### config.mk
export PLATFORM = sky130hd
export DESIGN_NAME = beta_fwd_scoreboard_flat
export DESIGN_NICKNAME = d
export VERILOG_FILES = /design/src/rtl/beta_fwd_scoreboard_pkg.sv /design/src/rtl/beta_fwd_scoreboard_if.sv /design/src/rtl/beta_fwd_scoreboard_mux.sv /design/src/rtl/beta_fwd_scoreboard.sv /design/src/flat_wrapper.sv
export SDC_FILE = /design/constraint.sdc
export NUM_CORES = 1
export LEC_CHECK = 0
export CAP_MARGIN = 20
export CORE_MARGIN = 5
export CORE_UTILIZATION = 38
export DETAILED_ROUTE_END_ITERATION = 10
export PLACE_DENSITY = 0.93
export SLEW_MARGIN = 20
export SYNTH_ARGS = -nofsm -noshare
export SYNTH_HDL_FRONTEND = slang
export SYNTH_HIERARCHICAL = 1
export SYNTH_SLANG_ARGS = --single-unit
### constraint.sdc
create_clock -name clk -period 3.3 [get_ports clk]
set_input_delay 0.66 -clock clk [delete_from_list [all_inputs] [get_ports clk]]
set_output_delay 0.66 -clock clk [all_outputs]
set_load 0.02 [all_outputs]
### src/rtl/beta_fwd_scoreboard_pkg.sv
// Shared constants and scoreboard entry type for the Beta bypass/hazard unit.
package beta_fwd_scoreboard_pkg;

  localparam int unsigned REG_AW = 5;
  localparam int unsigned CNT_W  = 16;

  localparam logic [REG_AW-1:0] R31        = 5'd31;
  localparam logic [REG_AW-1:0] XP_REG_DEF = 5'd30;

  // One in-flight instruction that will write a register.
  typedef struct packed {
    logic              valid;
    logic [REG_AW-1:0] addr;
    logic              is_load;
  } sb_entry_t;

endpackage

### src/rtl/beta_fwd_scoreboard_if.sv
// Bundle of pipeline-side inputs and bypass outputs of the forwarding scoreboard.
interface beta_fwd_scoreboard_if #(
  parameter int unsigned NRP   = 2,
  parameter int unsigned DEPTH = 3,
  parameter int unsigned AW    = 5,
  parameter int unsigned DW    = 32
);
  localparam int unsigned SW = $clog2(DEPTH + 1);

  logic                 hold;
  logic                 id_valid;
  logic [AW-1:0]        id_wa;
  logic                 id_is_load;
  logic [NRP*AW-1:0]    ra;
  logic [NRP-1:0]       ra_use;
  logic [NRP*DW-1:0]    rf_rd;
  logic [DEPTH*DW-1:0]  fwd_data;
  logic [DEPTH-1:0]     stage_kill;
  logic [DEPTH-1:0]     stage_exc;
  logic [NRP*DW-1:0]    rd_data;
  logic [NRP*SW-1:0]    rd_src;
  logic                 stall;
  logic [15:0]          stall_cnt;

  modport master (
    output hold, id_valid, id_wa, id_is_load, ra, ra_use, rf_rd, fwd_data,
           stage_kill, stage_exc,
    input  rd_data, rd_src, stall, stall_cnt
  );

  modport slave (
    input  hold, id_valid, id_wa, id_is_load, ra, ra_use, rf_rd, fwd_data,
           stage_kill, stage_exc,
    output rd_data, rd_src, stall, stall_cnt
  );

endinterface

### src/rtl/beta_fwd_scoreboard_mux.sv
// Per-read-port bypass select: youngest matching stage wins, flags load-use hazard.
module beta_fwd_mux
  import beta_fwd_scoreboard_pkg::*;
#(
  parameter int unsigned DEPTH    = 3,
  parameter int unsigned AW       = REG_AW,
  parameter int unsigned DW       = 32,
  parameter int unsigned LOAD_RDY = 2,
  parameter int unsigned SW       = $clog2(DEPTH + 1)
) (
  input  sb_entry_t           entries [DEPTH],
  input  logic [AW-1:0]       ra,
  input  logic                ra_use,
  input  logic [DW-1:0]       rf_rd,
  input  logic [DEPTH*DW-1:0] fwd_data,
  output logic [DW-1:0]       data_c,
  output logic [SW-1:0]       src_c,
  output logic                hazard_c
);

  logic late_load;

  // Scan oldest to youngest so the youngest match overwrites older ones.
  always_comb begin
    data_c    = rf_rd;
    src_c     = '0;
    late_load = 1'b0;
    for (int k = int'(DEPTH) - 1; k >= 0; k--) begin
      if (entries[k].valid && (entries[k].addr == ra)) begin
        data_c    = fwd_data[k*DW +: DW];
        src_c     = SW'(k + 1);
        late_load = entries[k].is_load && (k < int'(LOAD_RDY));
      end
    end
    if (ra == R31) begin
      data_c    = '0;
      src_c     = '0;
      late_load = 1'b0;
    end
    hazard_c = late_load && ra_use;
  end

endmodule

### src/rtl/beta_fwd_scoreboard.sv
// Register-bypass and load-use hazard unit: tracks in-flight destinations and
// forwards the youngest stage result to each read port.
module beta_fwd_scoreboard
  import beta_fwd_scoreboard_pkg::*;
#(
  parameter int unsigned NRP      = 2,
  parameter int unsigned DEPTH    = 3,
  parameter int unsigned AW       = REG_AW,
  parameter int unsigned DW       = 32,
  parameter int unsigned LOAD_RDY = 2,
  parameter int unsigned XP_REG   = 30
) (
  input logic                  clk,
  input logic                  rst,
  beta_fwd_scoreboard_if.slave bus
);

  localparam int unsigned SW = $clog2(DEPTH + 1);

  sb_entry_t              entry_q [DEPTH];
  sb_entry_t              entry_d [DEPTH];
  logic [CNT_W-1:0]       stall_cnt_q;
  logic [CNT_W-1:0]       stall_cnt_d;
  logic [NRP-1:0]         hazard;
  logic                   stall_c;
  sb_entry_t              id_entry;
  sb_entry_t              exc_entry;

  for (genvar p = 0; p < int'(NRP); p++) begin : g_port
    beta_fwd_mux #(
      .DEPTH    (DEPTH),
      .AW       (AW),
      .DW       (DW),
      .LOAD_RDY (LOAD_RDY),
      .SW       (SW)
    ) u_mux (
      .entries  (entry_q),
      .ra       (bus.ra[p*AW +: AW]),
      .ra_use   (bus.ra_use[p]),
      .rf_rd    (bus.rf_rd[p*DW +: DW]),
      .fwd_data (bus.fwd_data),
      .data_c   (bus.rd_data[p*DW +: DW]),
      .src_c    (bus.rd_src[p*SW +: SW]),
      .hazard_c (hazard[p])
    );
  end

  assign stall_c       = |hazard;
  assign bus.stall     = stall_c;
  assign bus.stall_cnt = stall_cnt_q;

  // R31 writes are discarded at entry; exceptions overwrite the entering slot.
  always_comb begin
    id_entry.valid    = bus.id_valid && (bus.id_wa != R31);
    id_entry.addr     = bus.id_wa;
    id_entry.is_load  = bus.id_is_load;
    exc_entry.valid   = 1'b1;
    exc_entry.addr    = REG_AW'(XP_REG);
    exc_entry.is_load = 1'b0;
  end

  // Pipeline advance; a stall injects a bubble into stage 0.
  always_comb begin
    entry_d     = entry_q;
    stall_cnt_d = stall_cnt_q;
    if (!bus.hold) begin
      entry_d[0] = stall_c ? sb_entry_t'('0) : id_entry;
      for (int k = 1; k < int'(DEPTH); k++) begin
        entry_d[k] = entry_q[k-1];
      end
      for (int k = 0; k < int'(DEPTH); k++) begin
        if (bus.stage_exc[k]) begin
          entry_d[k] = exc_entry;
        end else if (bus.stage_kill[k]) begin
          entry_d[k].valid = 1'b0;
        end
      end
      if (stall_c && (stall_cnt_q != '1)) begin
        stall_cnt_d = CNT_W'(stall_cnt_q + 1'b1);
      end
    end
  end

  always_ff @(posedge clk or negedge rst) begin
    if (!rst) begin
      for (int k = 0; k < int'(DEPTH); k++) begin
        entry_q[k] <= '0;
      end
      stall_cnt_q <= '0;
    end else begin
      entry_q     <= entry_d;
      stall_cnt_q <= stall_cnt_d;
    end
  end

endmodule
### src/flat_wrapper.sv
// flat-port wrapper written by rule: the top's interface ports become plain ports
module beta_fwd_scoreboard_flat import beta_fwd_scoreboard_pkg::*;
#(
  parameter int unsigned NRP      = 2,
  parameter int unsigned DEPTH    = 3,
  parameter int unsigned AW       = REG_AW,
  parameter int unsigned DW       = 32,
  parameter int unsigned LOAD_RDY = 2,
  parameter int unsigned XP_REG   = 30
)
  (clk, rst, bus_hold, bus_id_valid, bus_id_wa, bus_id_is_load, bus_ra, bus_ra_use, bus_rf_rd, bus_fwd_data, bus_stage_kill, bus_stage_exc, bus_rd_data, bus_rd_src, bus_stall, bus_stall_cnt);
  beta_fwd_scoreboard_if #(.NRP(NRP), .DEPTH(DEPTH), .AW(AW), .DW(DW)) bus_i ();
  input logic clk;
  input logic rst;
  input wire logic [$bits(bus_i.hold)-1:0] bus_hold;
  input wire logic [$bits(bus_i.id_valid)-1:0] bus_id_valid;
  input wire logic [$bits(bus_i.id_wa)-1:0] bus_id_wa;
  input wire logic [$bits(bus_i.id_is_load)-1:0] bus_id_is_load;
  input wire logic [$bits(bus_i.ra)-1:0] bus_ra;
  input wire logic [$bits(bus_i.ra_use)-1:0] bus_ra_use;
  input wire logic [$bits(bus_i.rf_rd)-1:0] bus_rf_rd;
  input wire logic [$bits(bus_i.fwd_data)-1:0] bus_fwd_data;
  input wire logic [$bits(bus_i.stage_kill)-1:0] bus_stage_kill;
  input wire logic [$bits(bus_i.stage_exc)-1:0] bus_stage_exc;
  output wire logic [$bits(bus_i.rd_data)-1:0] bus_rd_data;
  output wire logic [$bits(bus_i.rd_src)-1:0] bus_rd_src;
  output wire logic [$bits(bus_i.stall)-1:0] bus_stall;
  output wire logic [$bits(bus_i.stall_cnt)-1:0] bus_stall_cnt;
  assign bus_i.hold = bus_hold;
  assign bus_i.id_valid = bus_id_valid;
  assign bus_i.id_wa = bus_id_wa;
  assign bus_i.id_is_load = bus_id_is_load;
  assign bus_i.ra = bus_ra;
  assign bus_i.ra_use = bus_ra_use;
  assign bus_i.rf_rd = bus_rf_rd;
  assign bus_i.fwd_data = bus_fwd_data;
  assign bus_i.stage_kill = bus_stage_kill;
  assign bus_i.stage_exc = bus_stage_exc;
  assign bus_rd_data = bus_i.rd_data;
  assign bus_rd_src = bus_i.rd_src;
  assign bus_stall = bus_i.stall;
  assign bus_stall_cnt = bus_i.stall_cnt;
  beta_fwd_scoreboard #(.NRP(NRP), .DEPTH(DEPTH), .AW(AW), .DW(DW), .LOAD_RDY(LOAD_RDY), .XP_REG(XP_REG)) u_core (.clk(clk), .rst(rst), .bus(bus_i));
endmodule
==> results_dict.tcl <==
# metrics dict for downstream scripts
set metrics [dict create \
    grtUsageMet1_pct 34.64 \
    layout_top_cells "clkdlybuf4s50_1 (193), nand3_1 (74), nand4_1 (69)" \
    tightest_slew_ps 445.2 \
    final_nets 1010 \
    rrSetupSlack_ps 360 \
    grt_util_met3_pct 6.833 \
    path_delay_family "buffers and inverters" \
    drive_above_1_share_pct 19.22 \
    antenna_found_initial 0 \
    clockRootBuffer "clkbuf_16" \
    finalCritPeriodShare_pct 97.28 \
    synth_warnings 6 \
    setup-tns-final_ps 0 \
    powerDensity_nw_per_um2 255.1 \
    setup_viol 0 \
    hold_path_end "u_core/entry_q[13]" \
    cp_slowest_cell "nor4_2" \
    final_core_util_pct 66.04 \
    largest_reg_flops 20 \
    min_period_ps 3210 \
    drt_iter0_markers 882 \
    met2WireLength_um 10250 \
    slew_headroom_pct 70.21 \
    pwr-share-clk_pct 27.8 \
    ir_worst_vdd_mv 0.2894 \
    cp_common_cell "nand3_4" \
    dp_hpwl_um 16380 \
    fp_nets 733 \
    grt_max_degree 43 \
    clock-sinks 36 \
    ant_nets 0 \
    n_fill_cell 971 \
    use_met2_pct 49.19 \
    synthCells 544 \
    final_max_slew_viol_count 0 \
    min_path_cells 2 \
    p_comb_share_pct 45.6 \
    pg_seq_mw 0.511 \
    numCtsBuffers 5 \
    first_global_vias 5758 \
    status "complete, no violations" \
    ctsResizeCount 294 \
    crit_chain "dlygate4sd2_1 > xor2_1 > nor4_2 > buf_4 > nand3_4 > nand3_4 > buf_12 > o211ai_1 > clkdlybuf4s15_2" \
    maxCapViolations 0 \
    fin_area_um2 7508 \
    fmax_mhz 311.5 \
    grt_pass1_wl_um 32400 \
    arrival_ps 2550 \
    fin_cells 965 \
    fp-utilization_pct 38.54 \
    required_ps 2640 \
    highest_layer "met4" \
    place_ws_ps -578.7 \
    p_int_mw 1.265 \
    fin_ws_ps 89.90 \
    critPathCaptureType "primary output" \
]
how the worst max path moves through the flow:
stage	startpoint	end	cells past startpoint	slack [ps]
global placement	bus_ra[9]	bus_stall	10	-550
CTS	bus_ra[5]	bus_rd_data[44]	9	10
floorplan	bus_ra[7]	u_core/bus.stall_cnt[12]	11	370
global route	bus_ra[4]	bus_rd_data[5]	9	10
finish	bus_ra[6]	bus_rd_data[46]	9	90
detailed placement	bus_ra[4]	bus_rd_data[29]	9	-580
layout make-up:
class	instances	area [um^2]	area share (%)
Multi-Input combinational cell	446	3176	42.29
Tap cell	143	178.9	2.383
Inverter	6	22.52	0.3000
Clock inverter	3	42.54	0.5666
Clock buffer	5	125.1	1.666
Sequential cell	36	900.9	12.00
Timing Repair Buffer	326	3063	40.79
Figure 1. Pin placement.
Pins as bars across the die edge, other pins in grey.
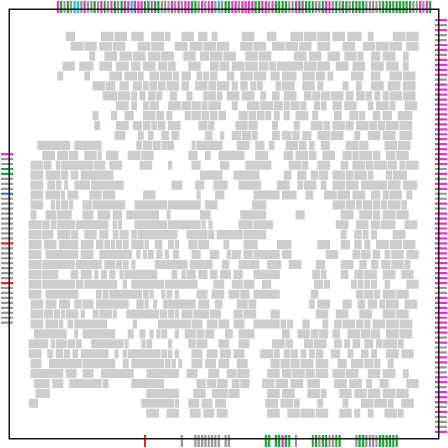
- magenta: bus_fwd_data (pins 96; direction input; edge 62 right, 32 top, 1 bottom, 1 left)
- green: bus_rf_rd (pins 64; direction input; edge 42 top, 20 bottom, 2 left)
- cyan: bus_rd_src (pins 4; direction output; edge top)
- blue: bus_id_is_load (pins 1; direction input; edge left)
- red: bus_stage_exc (pins 3; direction input; edge 2 left, 1 bottom)
die height: 117.4 um
width of the die: 117.4 um
Port Buffers: 272

Figure 2. Placed standard cells.
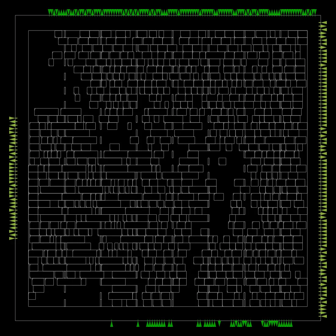
Core ar.: 11370 um^2
row count: 39

Figure 3. Signal wires by layer.
Bar = 20 um.
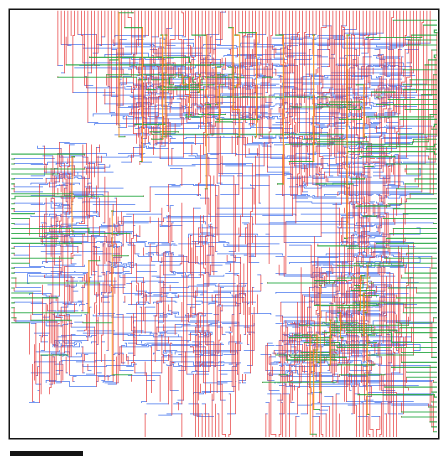
- red: met2 (wire length 10200 um)
- green: met3 (wire length 2010 um)
- orange: met4 (wire length 663 um)
- blue: met1 (wire length 7990 um)
vias: 5725
Post-Route WL: 20910 um
WL per Instance: 21.67 um
All-Layer GR Usage: 28.44%

Figure 4. Routed clock nets over the placement.
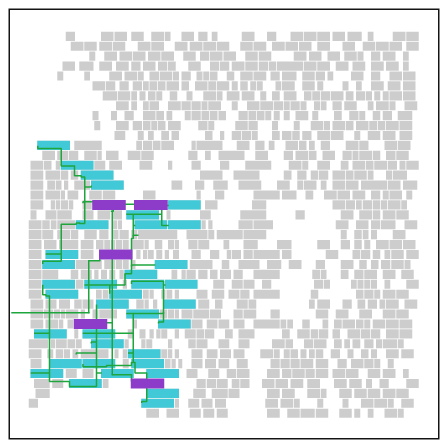
- purple: cells driving clock nets (count 5)
- cyan: flip-flops (count 36)
- green: clock wires (length 434 um)
- routed clock nets: 6
P_clk: 0.532 mW
Final Skew: 5.599 ps

Power and IR drop assume default switching activity.
